Design hex_keypad_encoder, sky130hd; sources not shown.
**Run 1: met1 routing**

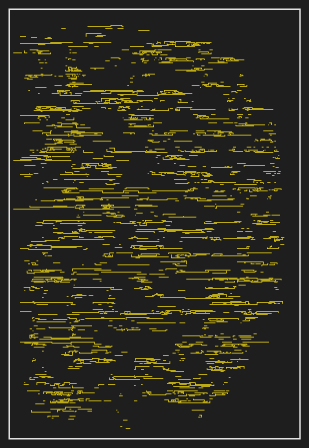
- wire length on this layer: 4,080 µm
- main direction: horizontal
- share of all routed wire: 42%
- nets with wire on the layer: 686
- longest straight run: 19.3 µm
vias: 3,983
M1 GR Usage: 16.2%
DRT Wirelength: 9720 µm

**Run 1: nets reached from selected ports**

The bar under the picture is 20 µm long.
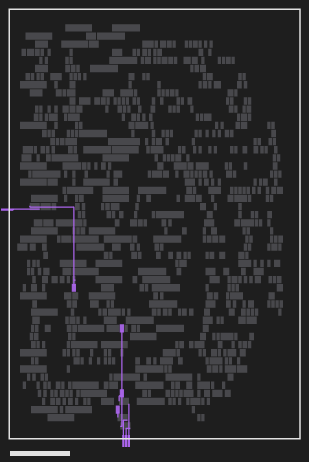
- `col`: purple (bits 4; direction output; edge 3 bottom, 1 left; end cells 4; buffers 4; wire 111 µm)
# IOs: 16
port buffer count: 15

**Run 1: routing congestion**

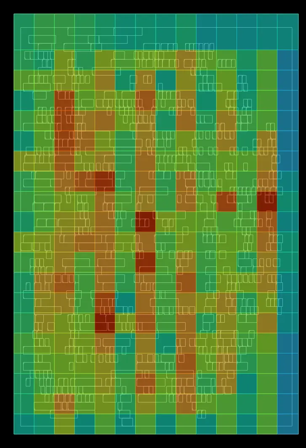
total track usage: 15.0%
final core utilization: 40.0%
GR Util met3: 1.41%
M2 GR Usage: 30.2%

==> results_dict.tcl, run 1 <==
# implementation run metrics
set metrics [dict create \
    worstSetupPathType "reg -> reg" \
    die-area_um2 13900 \
    gp_congestion 0.759 \
    clkTransAtPathRegs_ns 0.07 \
    chipHeight_um 143 \
    slowest_stage "dfstp_2" \
    wl_met1_um 4080 \
    flops 54 \
    post-route-period-util_pct 91.1 \
    nNonClkBuffers 16 \
    synthDistinctLibCells 33 \
    firstDrtPassIters 4 \
    comb_cells 482 \
    finalMaxSlewViolations 0 \
    postSynthSeqShare_pct 30.4 \
    status "completed" \
    aoi_share_pct 8.03 \
    holdPathStages 0 \
    clock.fmax_mhz 113 \
    vias_per_cell 4.63 \
    htreeDepth 2 \
    intPower_uw 359 \
    syn_inst 687 \
    ys_sh_simple_pct 40.9 \
    p_leak_uw 0.00269 \
    startpoint_type "register" \
    ys_top_cells_by_area "dfrtp_1, nand2_1, dfstp_2, inv_1, ha_1" \
    cts_sinks 54 \
    p_sw_share_pct 22.8 \
]
[run 1: per-stage QoR]
stage | instance area, µm² | std cells | hold WS [ns] | total power, µW | worst slack [ns]
2_1_floorplan | 4530 | 687 | 0.195 | 250 | 1.31
3_3_place_gp | 4840 | 852 | 0.197 | 261 | 0.942
3_5_place_dp | 4840 | 852 | 0.198 | 261 | 0.785
4_1_cts | 5010 | 860 | 0.208 | 473 | 0.748
5_1_grt | 5020 | 860 | 0.210 | 482 | 0.0295
6_report | 5020 | 860 | 0.207 | 465 | 0.861
[run 1: worst max-delay path, delay by kind of cell (launching register included)]
kind | cells | cell delay (ns)
AOI/OAI and AO/OA | 4 | 0.44
DFF | 1 | 0.56
and+or+nand+nor | 30 | 3.30
buffers and inverters | 8 | 0.50
adders and majority gates | 14 | 3.79
==> run 2: changes to the inputs <==
ABC_CLOCK_PERIOD_IN_PS = 9370   (was 9700)
clock period = 9.37 ns   (was 9.7 ns; I/O delays follow)
**Run 2: met1 routing**

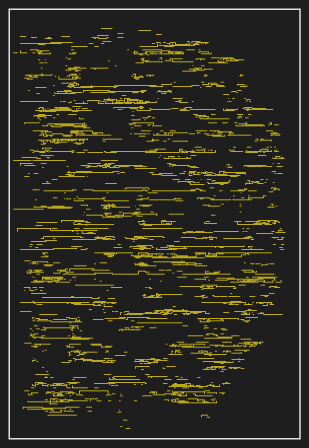
- main direction: horizontal
- wire length on this layer: 4,060 µm
- nets with wire on the layer: 684
- longest straight run: 25.3 µm
vias: 3,979
DRT Wirelength: 9760 µm

**Run 2: clock wires, drivers and flops**

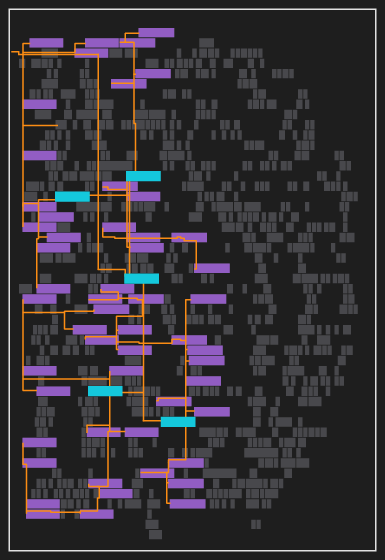
- clock wires: orange (length 772 µm)
- cells driving clock nets: cyan (count 5)
- flip-flops: purple (count 54)
- routed clock nets: 6
Worst-Skew Late Latency: 0.30 ns
Clk. pwr: 195 µW

==> run 2 against run 1 <==
Compared with the run above:
- fmax up 1.5%
- global-route usage decreased by 0.077 points
- worst setup slack worse by 0.20 ns
- first-iteration DRC count decreased by 43%
- total power decreased by 0.82%
- count of clock-buffer cells in the layout is 1 higher
- largest cell class unchanged
- sequential power grew 3%
- sequential cell count unchanged
- highest routed layer unchanged
- utilization rose by 0.43 points
- critical path type unchanged
- synthesized cell count did not move
==> results_dict.tcl, run 2 <==
# implementation run metrics
set metrics [dict create \
    grt_use_met1_pct 15.8 \
    yosys_cells 687 \
    postSynthSeqShare_pct 30.4 \
    slowest_stage "dfstp_2" \
    ys_top_cells_by_area "dfrtp_1, nand2_1, dfstp_2, inv_1, ha_1" \
    vias_per_cell 4.62 \
    placedCellCount 852 \
    synthAdderAreaFrac_pct 6.63 \
    htreeDepth 2 \
    synthDistinctLibCells 33 \
    clock.fmax_mhz 115 \
    ys_sh_simple_pct 40.9 \
    firstDrtPassIters 4 \
    setup_ws_ns 0.664 \
    cts_sinks 54 \
    intPower_uw 353 \
    stdcell_area_um2 5080 \
    grtUsageTotal_pct 14.9 \
    aoi_share_pct 8.03 \
    post-route-period-util_pct 92.9 \
    syn_inst 687 \
    chipHeight_um 143 \
    status "completed" \
    startpoint_type "register" \
    holdPathStages 0 \
    port_buffers 15 \
    final_cells 862 \
    worstSetupPathType "reg -> reg" \
    num_io_pins 16 \
    grt_use_met2_pct 30.3 \
    wl_met1_um 4060 \
    p_leak_uw 0.00270 \
    dp_slack_ns 0.445 \
    whs_ns 0.206 \
    gp_congestion 0.759 \
    finalMaxSlewViolations 0 \
]
**Run 2: routing congestion**

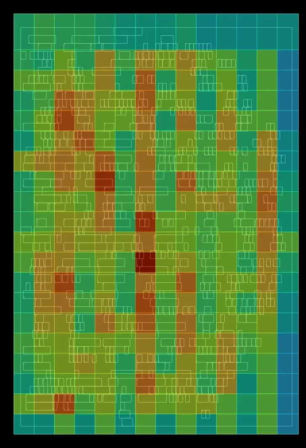
GR peak layer: met2
GR Util met3: 1.90%

==> run 2: layout make-up <==
cell class | count | area (µm²)
clock buffer | 6 | 139
clock inverter | 2 | 17.5
fill | 1355 | 7500
inverter | 144 | 541
multi-input combinational | 482 | 2640
sequential | 54 | 1380
tap | 156 | 195
timing repair buffer | 18 | 168
==> run 2: through the flow <==
step | power, µW | setup TNS, ns
floorplan | 259 | 0
global placement | 270 | 0
detailed placement | 270 | 0
CTS | 469 | 0
global route | 481 | -0.0369
finish | 461 | 0
==> run 2: what timing repair did <==
action / CTS / global route
resized: 0 / 14
endpoints found under the setup margin: 0 / 15
setup buffers: 0 / 2
==> run 2: critical path: cells and delay by family (launching register included) <==
family	cells	cell delay, ns
flops	1	0.54
simple gates	30	3.27
buf+inv	8	0.48
compound gates	4	0.40
fa+ha+maj	14	3.78
Power and IR drop assume default switching activity.
